`config.mk`:
```
export PLATFORM = sky130hd
export DESIGN_NAME = alu_muldiv_unit
export DESIGN_NICKNAME = d
export VERILOG_FILES = /design/src/rtl/alu_muldiv_unit.sv
export SDC_FILE = /design/constraint.sdc
export NUM_CORES = 1
export LEC_CHECK = 0
export ABC_AREA = 1
export CAP_MARGIN = 20
export CORE_ASPECT_RATIO = 1.5
export CORE_MARGIN = 2
export CORE_UTILIZATION = 61
export CTS_CLUSTER_SIZE = 12
export DETAILED_ROUTE_END_ITERATION = 6
export GPL_TIMING_DRIVEN = 1
export PLACE_DENSITY = 0.82
export SLEW_MARGIN = 20
export SYNTH_ARGS = -nofsm -noshare
export SYNTH_HDL_FRONTEND = slang
export SYNTH_SLANG_ARGS = --single-unit
export TNS_END_PERCENT = 50
```
`constraint.sdc`:
```
create_clock -name Clk -period 8.75 [get_ports Clk]
set_clock_uncertainty 0.15 [all_clocks]
set_input_delay 1.75 -clock Clk [delete_from_list [all_inputs] [get_ports Clk]]
set_output_delay 1.75 -clock Clk [all_outputs]
set_load 0.03 [all_outputs]
```
`src/rtl/alu_muldiv_unit.sv`:
```
// Iterative MULT/MULTU/DIV/DIVU unit: 32 shift-add or restoring shift-subtract
// iterations on a shared accumulator, then a sign-fixup cycle that writes HI/LO.
module alu_muldiv_unit #(
    parameter int unsigned WIDTH = 32
) (
    input  logic             Clk,
    input  logic             Rst,
    input  logic             Start,
    input  logic [1:0]       Op,
    input  logic [WIDTH-1:0] Operand_A,
    input  logic [WIDTH-1:0] Operand_B,
    output logic             Busy,
    output logic             Done,
    output logic [WIDTH-1:0] Hi,
    output logic [WIDTH-1:0] Lo,
    output logic             DivByZero
);

    localparam int unsigned CW = $clog2(WIDTH);

    typedef enum logic [1:0] {
        IDLE,
        RUN,
        FIX
    } state_t;

    state_t             state;
    logic [CW-1:0]      count;
    logic [2*WIDTH-1:0] acc;
    logic [WIDTH-1:0]   opnd;
    logic               op_div;
    logic               sign_res;
    logic               sign_rem;
    logic               dz;

    logic               a_neg, b_neg;
    logic [WIDTH-1:0]   mag_a, mag_b;
    logic [WIDTH:0]     mul_sum;
    logic [WIDTH:0]     div_shift;
    logic [WIDTH:0]     div_diff;
    logic               div_borrow;
    logic [2*WIDTH-1:0] acc_next;
    logic [2*WIDTH-1:0] prod_fix;
    logic [WIDTH-1:0]   q_fix, r_fix;
    logic [WIDTH-1:0]   hi_fix, lo_fix;

    always_comb begin
        a_neg = Op[0] & Operand_A[WIDTH-1];
        b_neg = Op[0] & Operand_B[WIDTH-1];
        mag_a = a_neg ? -Operand_A : Operand_A;
        mag_b = b_neg ? -Operand_B : Operand_B;

        // acc holds {partial product, multiplier} or {remainder, dividend/quotient}
        mul_sum    = {1'b0, acc[2*WIDTH-1:WIDTH]} + (acc[0] ? {1'b0, opnd} : {(WIDTH+1){1'b0}});
        div_shift  = {acc[2*WIDTH-1:WIDTH], acc[WIDTH-1]};
        div_diff   = div_shift - {1'b0, opnd};
        div_borrow = div_shift < {1'b0, opnd};

        if (op_div)
            acc_next = {(div_borrow ? div_shift[WIDTH-1:0] : div_diff[WIDTH-1:0]),
                        acc[WIDTH-2:0], ~div_borrow};
        else
            acc_next = {mul_sum, acc[WIDTH-1:1]};

        prod_fix = sign_res ? -acc : acc;
        q_fix    = sign_res ? -acc[WIDTH-1:0] : acc[WIDTH-1:0];
        r_fix    = sign_rem ? -acc[2*WIDTH-1:WIDTH] : acc[2*WIDTH-1:WIDTH];

        if (op_div) begin
            hi_fix = r_fix;
            lo_fix = q_fix;
        end else begin
            hi_fix = prod_fix[2*WIDTH-1:WIDTH];
            lo_fix = prod_fix[WIDTH-1:0];
        end
    end

    always_ff @(posedge Clk or posedge Rst) begin
        if (Rst) begin
            state     <= IDLE;
            count     <= '0;
            acc       <= '0;
            opnd      <= '0;
            op_div    <= 1'b0;
            sign_res  <= 1'b0;
            sign_rem  <= 1'b0;
            dz        <= 1'b0;
            Busy      <= 1'b0;
            Done      <= 1'b0;
            Hi        <= '0;
            Lo        <= '0;
            DivByZero <= 1'b0;
        end else begin
            Done <= 1'b0;
            case (state)
                IDLE: begin
                    if (Start) begin
                        op_div    <= Op[1];
                        count     <= '0;
                        Busy      <= 1'b1;
                        DivByZero <= 1'b0;
                        if (Op[1] && (Operand_B == '0)) begin
                            // Zero signs so the FIX cycle passes the raw dividend and all-ones through
                            dz       <= 1'b1;
                            sign_res <= 1'b0;
                            sign_rem <= 1'b0;
                            opnd     <= '0;
                            acc      <= {Operand_A, {WIDTH{1'b1}}};
                            state    <= FIX;
                        end else begin
                            dz       <= 1'b0;
                            sign_res <= a_neg ^ b_neg;
                            sign_rem <= Op[1] & a_neg;
                            opnd     <= Op[1] ? mag_b : mag_a;
                            acc      <= {{WIDTH{1'b0}}, (Op[1] ? mag_a : mag_b)};
                            state    <= RUN;
                        end
                    end
                end
                RUN: begin
                    acc   <= acc_next;
                    count <= count + CW'(1);
                    if (count == CW'(WIDTH - 1))
                        state <= FIX;
                end
                FIX: begin
                    Hi        <= hi_fix;
                    Lo        <= lo_fix;
                    DivByZero <= dz;
                    Done      <= 1'b1;
                    Busy      <= 1'b0;
                    state     <= IDLE;
                end
                default: state <= IDLE;
            endcase
        end
    end

endmodule

```
==> results.py <==
# Synthesis and PnR figures
metrics = {
    "yosys": {
        "yosys_warns": 0,
        "synth.net_count": 3329,
        "synth-adder-area-share_pct": 4.91,
        "synthFlopType": "dfrtp_1",
        "sequential_area_share_after_synthesis_pct": 23.4,
        "synth-edff-count": 0,
    },
    "worst_hold_path": {
        "hold_depth": 2,
    },
    "routing": {
        "drt_iter0_markers": 3164,
        "drt_drc_violations_left": 10,
    },
    "floorplanning": {
        "ioPinCount": 136,
    },
    "outcome": {
        "status": "complete, but fails checks",
        "failed_checks": "DRC",
    },
    "sta": {
        "rsz0062_at_grt": "no",
        "timing_hold_violations_final": 0,
        "final-setup-viol-count": 0,
    },
    "worst_setup_path": {
        "timing.critical_path.max_delay_family": "buffers and inverters",
        "path_cells": "clkdlybuf4s50_1, nand3_2, inv_1, nor2_4, buf_4, inv_1, o21ai_0, o21a_1",
        "timing_worst_setup_path_type": "in2reg",
        "critical_path_peak_fanout": 88,
    },
    "clocking": {
        "clkSlewWorstSetupHoldPaths_ns": 0.07,
        "cts_tree": "done",
        "htree_num_levels": 4,
    },
    "cells_and_area": {
        "area_share_clock_buf_inv_pct": 2.75,
        "top_register": "acc",
        "proportion_of_layout_cells_with_a_drive_suffix_above_1_pct": 4.83,
    },
    "placement": {
        "gp_routability_congestion": 1.13,
        "io_buffer_count": 135,
    },
}
==> cell usage after synthesis, types with 3 or more instances <==
| library cell | instances | area [um2] |
|---|---|---|
| nor4_1 | 4 | 25.0 |
| xor2_1 | 90 | 788 |
| a21boi_1 | 9 | 67.6 |
| a22oi_1 | 3 | 22.5 |
| nand2_2 | 8 | 50.1 |
| nor2_2 | 22 | 138 |
| o21bai_1 | 8 | 60.1 |
| o211ai_2 | 10 | 125 |
| and2_1 | 4 | 25.0 |
| clkbuf_1 | 67 | 251 |
| o21ai_0 | 196 | 981 |
| o31ai_1 | 9 | 67.6 |
| o22ai_1 | 8 | 50.1 |
| nand3b_1 | 14 | 105 |
| nor3_2 | 6 | 60.1 |
| nor3_1 | 22 | 110 |
| buf_1 | 13 | 48.8 |
| a22oi_2 | 8 | 100 |
| nor2_1 | 317 | 1190 |
| buf_2 | 18 | 90.1 |
| a21boi_0 | 4 | 30.0 |
| nor2_4 | 8 | 90.1 |
| dfrtp_1 | 174 | 4350 |
| a21oi_1 | 114 | 571 |
| o21a_1 | 4 | 30.0 |
| inv_2 | 15 | 56.3 |
| nand3_2 | 3 | 30.0 |
| inv_1 | 426 | 1600 |
| and2_0 | 3 | 18.8 |
| o21ai_1 | 17 | 85.1 |
| nand2_1 | 1130 | 4240 |
| buf_6 | 6 | 67.6 |
| o31ai_2 | 4 | 50.1 |
| ha_1 | 70 | 876 |
| or2_2 | 7 | 43.8 |
| nand3_1 | 265 | 1330 |
| a31oi_1 | 9 | 56.3 |
| xnor2_1 | 9 | 78.8 |
| nand4_1 | 52 | 325 |
| o211ai_1 | 10 | 75.1 |
==> metal layers <==
layer | wire [um] | vias up
li1 | - | 10200
met1 | 25300 | 9911
met2 | 33200 | 1501
met3 | 9220 | 437
met4 | 6620 | 4
met5 | 75 | -
Track usage over the die:
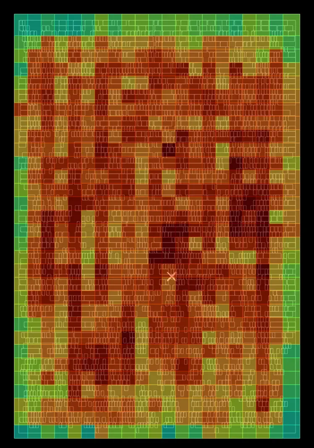
Global Route met1 Usage: 53.4%
GRT Max-Usage Layer: met2
Wirelength per Cell: 20.3 um
final cell utilization of the core: 68.8%

Metal 3:
Scale: 2 px per um.
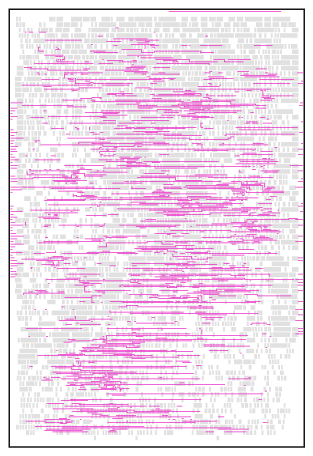
- wire length on this layer: 9220 um
- main direction: horizontal
- share of all routed wire: 12%
- longest straight run: 84.6 um
- nets with wire on the layer: 555
met3 Use GR: 12.2%
Via Count: 22100
Routed WL: 74.4 mm

Met2 routing:
Scale: 2 px per um.
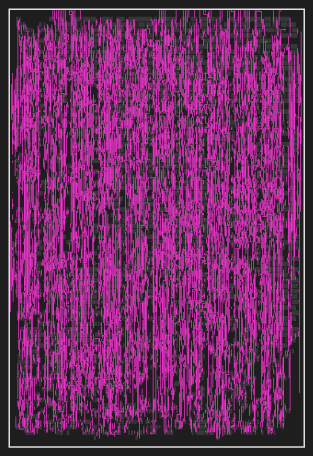
- nets with wire on the layer: 2753
- share of all routed wire: 45%
- main direction: vertical
- wire length on this layer: 33.2 mm

